power_grid.png
Scale bar: 10 um. Pins as bars on the die edge.
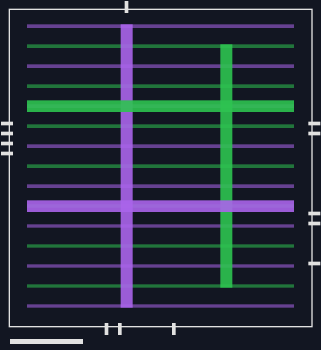
placement_by_type.png
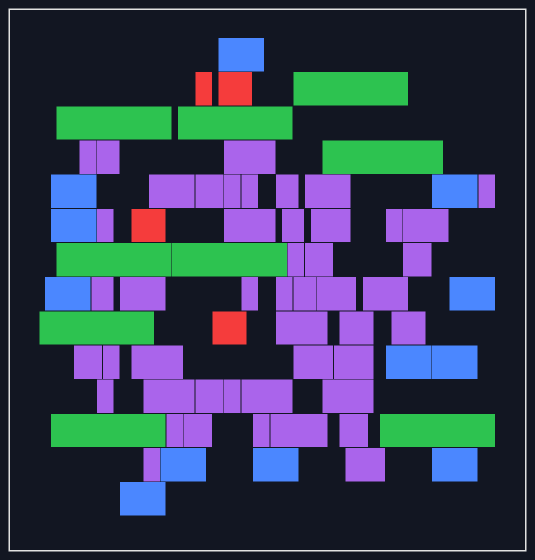
clk_routes.png
Scale bar: 10 um.
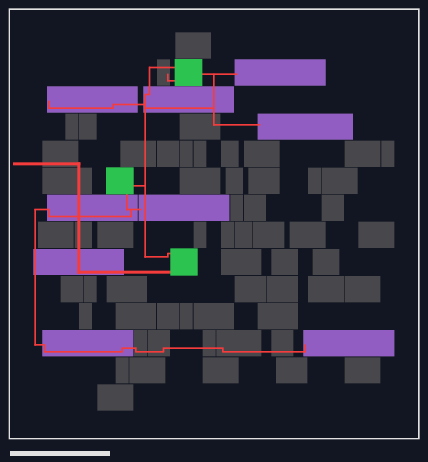
wires.png
Scale bar: 10 um.
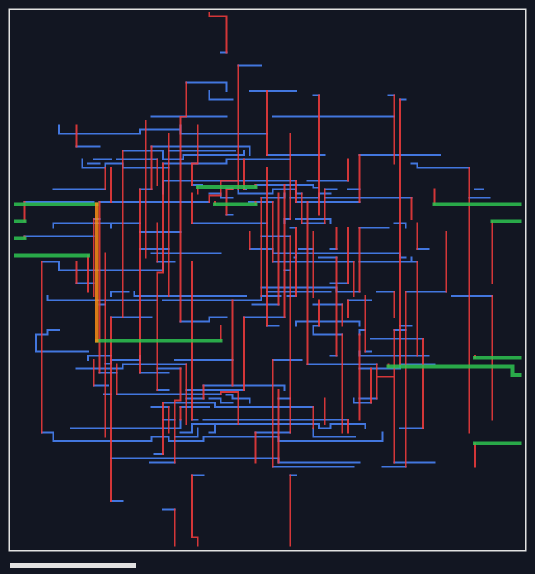
==> config.mk <==
export PLATFORM = sky130hd
export DESIGN_NAME = linear_feedback_shift_register_updown
export DESIGN_NICKNAME = d
export VERILOG_FILES = /design/src/rtl/linear_feedback_shift_register_updown.sv
export SDC_FILE = /design/constraint.sdc
export NUM_CORES = 1
export LEC_CHECK = 0
export CORE_AREA = 2 2 39 41
export DETAILED_ROUTE_END_ITERATION = 8
export DIE_AREA = 0 0 41 43
export PLACE_DENSITY = 0.67
export SYNTH_ARGS = -nofsm -noshare
export SYNTH_HDL_FRONTEND = slang
export SYNTH_SLANG_ARGS = --single-unit
==> constraint.sdc <==
create_clock -name clk -period 3.9 [get_ports clk]
set_clock_uncertainty 0.2 [all_clocks]
set_input_delay 0.39 -clock clk [delete_from_list [all_inputs] [get_ports clk]]
set_output_delay 0.39 -clock clk [all_outputs]
set_load 0.005 [all_outputs]
==> run summary <==
Quick summary of the implementation run below.

During I/O placement, the number of pins put on the boundary was 13. The power density over the cells is 619 nW/um2. The max-capacitance violation count came out at 0. The clock-pin slew reported for the worst setup and hold paths after clock tree synthesis is 0.07 ns.

TritonCTS built the clock tree. The initial antenna violation count came out at 0. The first-pass GRT wire length came out at 1930 um. The most common library cell in the layout ignoring fill and taps is clkdlybuf4s50_1. The unique cell type count in the Yosys netlist came out at 28. The worst setup timing slack at the placement stage is 1.85 ns. The number of buffer and inverter instances along the worst setup path came out at 1.

In the Yosys report, the sequential cells make up 39.9% of the chip area. The routed wire length came out at 1230 um. The total overflow left after global routing is 0. The routed design shows a via density per instance of 5.41. The required time at the worst-slack endpoint came out at 3.31 ns.

The slew at the pin with the worst max-slew slack came out at 0.525 ns. Fill cells in the final layout number 136. The maximum achievable frequency is 504 MHz.

The fraction of final layout cells with drive strength greater than 1 came out at 15.3%. The number of CTS-inserted buffers came out at 3. Among all stages on the critical path, the maximum delay recorded is 0.61 ns. The number of enable flip-flop cells is 0. The maximum root-to-sink buffer count is 2.

The slowest library cell on the worst path is dfstp_2. The total count of hold-check failures in the final report is 0. The chip area in the Yosys report came out at 568 um2. Per STA, the worst path accumulates the most delay in the family flip-flops. The run finished with clean final reports. The sum of internal, switching and leakage power came out at 445 uW.

The warning total across the stage logs is 26. The floorplan has 14 rows. The proportion of register bits with asynchronous set or reset after synthesis came out at 100%.

Setup repair after global routing left no endpoint under its margin. The type of the setup path with the least slack is reg2out. For this design, the sink count on the clock tree is 9.

For this run, the script counts the antenna cells in the layout as 0. The synthesis report names the predominant flop master as dfrtp_1. The number of nets with antenna violations after detailed routing came out at 0.

Each instance of the synthesized netlist takes up on average 9.63 um2. The number of H-tree levels came out at 1. The register with the most flip-flops in the layout has 8 of them. The via count of the first global-routing pass came out at 389. The final setup TNS is 0 ns. The DRC marker count from the first detailed-route iteration came out at 9. The analysis attributes to cell leakage a power of 0.308 nW. The clock root buffer is clkbuf_4.
-- power_grid.png (at the start) --
purple -> VSS
green -> VDD
met4 straps = 2
met1 rails = 15
rows = 14
chip width: 41 um
core area: 1380 um2
vertical die dimension: 43 um
worst-case vdd ir drop: 0.232 mV

-- placement_by_type.png (at the start) --
red -> clock drivers and dummy loads  # cells 4, share of their area 3.8%
purple -> combinational and other logic  # cells 47, share of their area 47%
green -> sequential cells  # cells 9, share of their area 32%
blue -> remaining buffers and delay cells  # cells 12, share of their area 17%
flip-flop and latch share of the layout cell area: 31.5%
final instance area: 718 um2

-- clk_routes.png (at the start) --
red -> clock wires  # length 152 um
purple -> flip-flops  # count 9
green -> clock drivers  # count 3
routed clock nets = 4
P_clk: 73.9 uW
portion of total power attributed to the clock network: 16.6%
Latency at later pin: 0.26 ns

-- wires.png (at the start) --
orange -> metal 4  # wire length 10.9 um
green -> metal 3  # wire length 58.5 um
red -> metal 2  # wire length 584 um
blue -> metal 1  # wire length 580 um
GR Util All Layers: 16.9%
Routed wire per std cell: 14.0 um

## power breakdown
group          internal, mW  switching (mW)
logic                 0.122          0.0818
clock network        0.0395          0.0345
registers             0.124          0.0431
## Yosys cell counts (2+ instances only)
cell type / count / share of area, %
dfrtp_1: 8 / 35
mux2i_1: 4 / 7.0
a21oi_1: 2 / 1.8
nand2_1: 5 / 3.3
o32ai_1: 2 / 3.1
o21ai_0: 2 / 1.8
nor2_1: 2 / 1.3
o22ai_1: 4 / 4.4
mux2_2: 4 / 7.9
inv_1: 8 / 5.3
## metrics by stage
stage          instances  hold WS [ns]  cell area (um2)  utilization, %
3_3_place_gp          84         0.389              692            50.0
3_5_place_dp          84         0.388              692            50.0
2_1_floorplan         59        0.0172              568               -
4_1_cts               88         0.193              718            51.9
6_report              88         0.182              718            51.9
5_1_grt               88         0.253              718            51.9
## metal layers
metal	global-route usage, %	share of wire (%)	vias up
li1	-	-	234
met1	23.5	47	227
met2	23.4	47	13
met3	4.71	4.7	2
met4	8.00	0.81	0
met5	0	0	-
## cell families (layout without fill, tap and decap cells)
logic type,count (synthesis),after routing,share of synthesized area (%)
buffers and inverters,11,24,8.15
and+or+nand+nor,16,16,17.6
AOI/OAI and AO/OA,12,12,14.1
adders and majority gates,1,1,2.20
xor gates and xnor gates,2,2,3.08
muxes,8,8,15.0
DFF,9,9,39.9
## area by class of cell
type	count	area, um2	area share (%)
Multi-Input combinational cell	39	295	41.1
Sequential cell	9	226	31.5
Timing Repair Buffer	12	120	16.7
Inverter	8	30.0	4.18
Clock buffer	4	26.3	3.66
Tap cell	16	20.0	2.79
## worst register-to-register path, stage by stage, from the launching register on
cell and delay (ns):
dfrtp_1 0.39, inv_1 0.09, ha_1 0.33, xor2_1 0.28
mux2i_1 0.12, o32a_1 0.33
Power and IR drop assume default switching activity.
